--- src/rtl/counter_ctrl_pkg.sv ---
// counter_ctrl_pkg: shared command opcodes, FSM states and counter width for the command sequencer
package counter_ctrl_pkg;
  localparam int CNT_W = 16;
  typedef enum logic [1:0] {OP_LOAD, OP_UP, OP_DOWN, OP_SEEK} cmd_op_e;
  typedef enum logic [2:0] {IDLE, LOAD, STEP, SEEK_ISSUE, SEEK_WAIT, DONE} state_e;
endpackage

--- src/rtl/counter_cmd_ctrl.sv ---
// counter_cmd_ctrl: sequences LOAD/COUNT/SEEK commands onto the up/down counter control pins
module counter_cmd_ctrl
  import counter_ctrl_pkg::*;
#(
  parameter int WIDTH = CNT_W
) (
  input  logic             clk,
  input  logic             rst_,
  input  logic             cmd_valid,
  output logic             cmd_ready,
  input  logic [1:0]       cmd_op,
  input  logic [WIDTH-1:0] cmd_arg,
  input  logic [WIDTH-1:0] cnt_q,
  output logic [WIDTH-1:0] data_in,
  output logic             ld_cnt,
  output logic             updn_cnt,
  output logic             count_enb,
  output logic             busy,
  output logic             done
);
  localparam logic [WIDTH-1:0] LAST_STEP = {{(WIDTH-1){1'b0}}, 1'b1};
  state_e           r_state, w_nxt;
  cmd_op_e          r_op, w_op;
  logic [WIDTH-1:0] r_arg, r_rem, w_rem_nxt, w_data_nxt;
  logic             w_accept, w_ld_nxt, w_enb_nxt, w_updn_nxt, w_seek_eq;
  assign w_op      = cmd_op_e'(cmd_op);
  assign w_accept  = cmd_valid && cmd_ready;
  assign w_seek_eq = cnt_q == r_arg;
  // Control outputs are registered from the next state so the counter sees
  // them one edge later; SEEK_WAIT therefore always compares a settled cnt_q.
  always_comb begin
    w_nxt      = r_state;
    w_ld_nxt   = 1'b1;
    w_enb_nxt  = 1'b0;
    w_updn_nxt = updn_cnt;
    w_data_nxt = data_in;
    w_rem_nxt  = r_rem;
    case (r_state)
      IDLE: if (w_accept) begin
        case (w_op)
          OP_LOAD: begin
            w_nxt      = LOAD;
            w_ld_nxt   = 1'b0;
            w_data_nxt = cmd_arg;
          end
          OP_UP, OP_DOWN: begin
            w_nxt      = (cmd_arg == '0) ? DONE : STEP;
            w_enb_nxt  = cmd_arg != '0;
            w_updn_nxt = w_op == OP_UP;
            w_rem_nxt  = cmd_arg;
          end
          default: w_nxt = SEEK_WAIT;
        endcase
      end
      LOAD: w_nxt = DONE;
      STEP: begin
        w_nxt      = (r_rem == LAST_STEP) ? DONE : STEP;
        w_enb_nxt  = r_rem != LAST_STEP;
        w_updn_nxt = r_op == OP_UP;
        w_rem_nxt  = r_rem - 1'b1;
      end
      SEEK_WAIT: begin
        w_nxt      = w_seek_eq ? DONE : SEEK_ISSUE;
        w_enb_nxt  = !w_seek_eq;
        w_updn_nxt = w_seek_eq ? updn_cnt : (cnt_q < r_arg);
      end
      SEEK_ISSUE: w_nxt = SEEK_WAIT;
      default: w_nxt = IDLE;
    endcase
  end
  always_ff @(posedge clk) begin
    if (!rst_) begin
      r_state   <= IDLE;
      r_op      <= OP_LOAD;
      r_arg     <= '0;
      r_rem     <= '0;
      data_in   <= '0;
      ld_cnt    <= 1'b1;
      updn_cnt  <= 1'b1;
      count_enb <= 1'b0;
      busy      <= 1'b0;
      done      <= 1'b0;
      cmd_ready <= 1'b1;
    end else begin
      r_state   <= w_nxt;
      r_rem     <= w_rem_nxt;
      data_in   <= w_data_nxt;
      ld_cnt    <= w_ld_nxt;
      updn_cnt  <= w_updn_nxt;
      count_enb <= w_enb_nxt;
      busy      <= w_nxt != IDLE;
      done      <= w_nxt == DONE;
      cmd_ready <= w_nxt == IDLE;
      if (w_accept) begin
        r_op  <= w_op;
        r_arg <= cmd_arg;
      end
    end
  end
endmodule

--- config.mk ---
export PLATFORM = sky130hd
export DESIGN_NAME = counter_cmd_ctrl
export DESIGN_NICKNAME = d
export VERILOG_FILES = /design/src/rtl/counter_ctrl_pkg.sv /design/src/rtl/counter_cmd_ctrl.sv
export SDC_FILE = /design/constraint.sdc
export NUM_CORES = 1
export LEC_CHECK = 0
export CORE_ASPECT_RATIO = 2
export CORE_MARGIN = 4
export CORE_UTILIZATION = 52
export CTS_CLUSTER_DIAMETER = 200
export DETAILED_ROUTE_END_ITERATION = 10
export HOLD_SLACK_MARGIN = 0.12
export PLACE_DENSITY = 0.92
export SETUP_SLACK_MARGIN = 0.2
export SLEW_MARGIN = 20
export SYNTH_ARGS = -nofsm -noshare
export SYNTH_HDL_FRONTEND = slang
export SYNTH_SLANG_ARGS = --single-unit
--- constraint.sdc ---
create_clock -name clk -period 2.9 [get_ports clk]
set_input_delay 0.435 -clock clk [delete_from_list [all_inputs] [get_ports clk]]
set_output_delay 0.435 -clock clk [all_outputs]
set_load 0.02 [all_outputs]
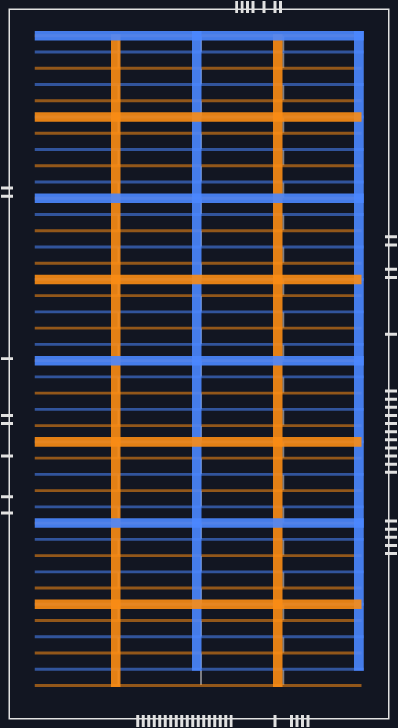
(floorplan with the power grid)
Pins as bars on the die edge. Tap cells in grey.
legend:
  orange:
    net: VSS
  blue:
    net: VDD
rows: 40
met5 straps: 8
signal pins: 59
tap cells: 63
Die H: 118.6 um
core area: 5956 sq um
Die X: 63.28 um
VDD IR max: 0.0004881 V

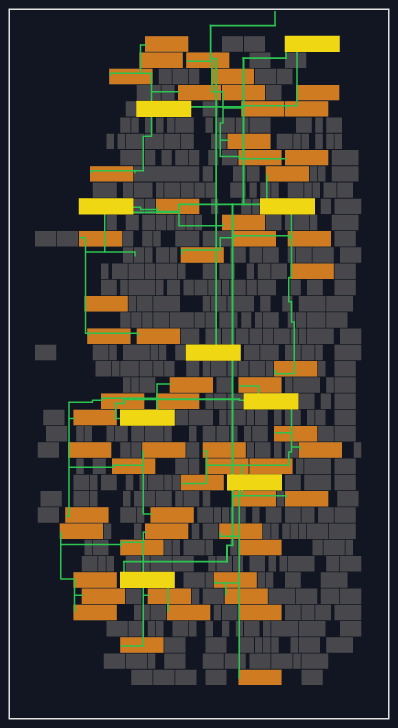
(clock wires, drivers and flops)
legend:
  yellow:
    item: clock-net drivers
    count: 9
  green:
    item: clock wires
    length: 763 um
  orange:
    item: flip-flops
    count: 59
routed clock nets: 10
Layout Skew: 0.004460 ns
Clock net power: 0.983 mW
Skew-Pair Late Insertion Delay: 0.33 ns
power share of the clock group: 0.264

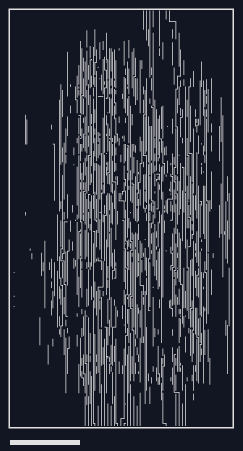
(metal 2)
Bar = 20 um.
share of all routed wire: 54%
main direction: vertical
longest straight run: 45.9 um
routed vias: 3192
final WL: 9.468 mm
met2 Use GR: 0.4758

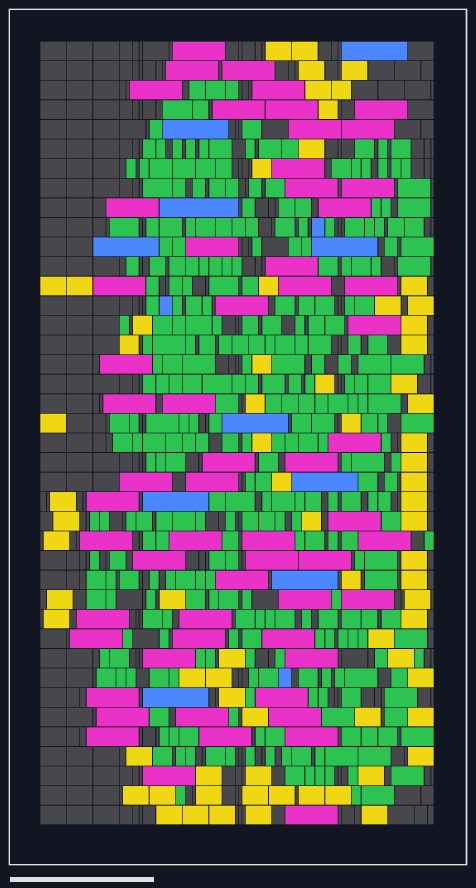
(cell classes on the final placement)
Bar = 20 um. Fill, decap, tap and diode cells in grey.
legend:
  green:
    class: remaining logic cells
    cells: 318
    share_of_their_area: 47%
  yellow:
    class: remaining buffers and delay cells
    cells: 72
    share_of_their_area: 17%
  magenta:
    class: sequential cells
    cells: 59
    share_of_their_area: 29%
  blue:
    class: clock drivers and dummy loads
    cells: 13
    share_of_their_area: 6.7%
fin util: 0.6933
Site Rows: 40

==> metrics.csv <==
metric,value,unit
status,"complete, no violations",
fmax,400.5,MHz
area_delta_synth_final,29.92,%
p_seq,1.20,mW
path_depth,8,
synthFlopType,dfxtp_1,
ys_sh_simple,0.2445,
nMultiInputCombCells,295,
drive_above_1_share,0.08442,
ys_ff,59,
start_kind,input port,
nNonClkInverters,23,
cts_buffer_depth,2,
pwr-share-comb,0.414,
synth_warnings,0,
tightest_slew,0.7179,ns
ff2ff_path_depth,7,
fp_util,0.5336,
synth.avg_cell_area,7.945,sq um
power.total,3.728,mW
lay_top_cells,"79 x nand2_1, 59 x dfxtp_1, 58 x clkdlybuf4s50_1",
crit_path_top_delay_cell,or3_1,
crit_path_end_kind,register,
path_class,input port to register,
yosys_cells,400,
nClkBuffers,9,
antenna_found_initial,0,
ant_nets,0,
post-cts-setup-buffers,0,
layout.cells.non_filler,525,
regArea,1181,sq um
grt_pass1_wl,15.33,mm
slowest_delay,0.61,ns
min_path_cells,2,
drtPass1Iterations,4,
ys_seq_share,0.3717,
place_hpwl,7.014,mm
cts_max_level,3,
muxShareOfSynthArea,0,
top_cell,nand2_1,
r2r_start,r_rem[0],
crit_path_start,cmd_op[0],
totalNegativeSetupSlack,0,ns
top_usage_layer,met2,
gr-usage-met1,0.2499,
No activity file was given, so power comes from the tool's default toggle rates.
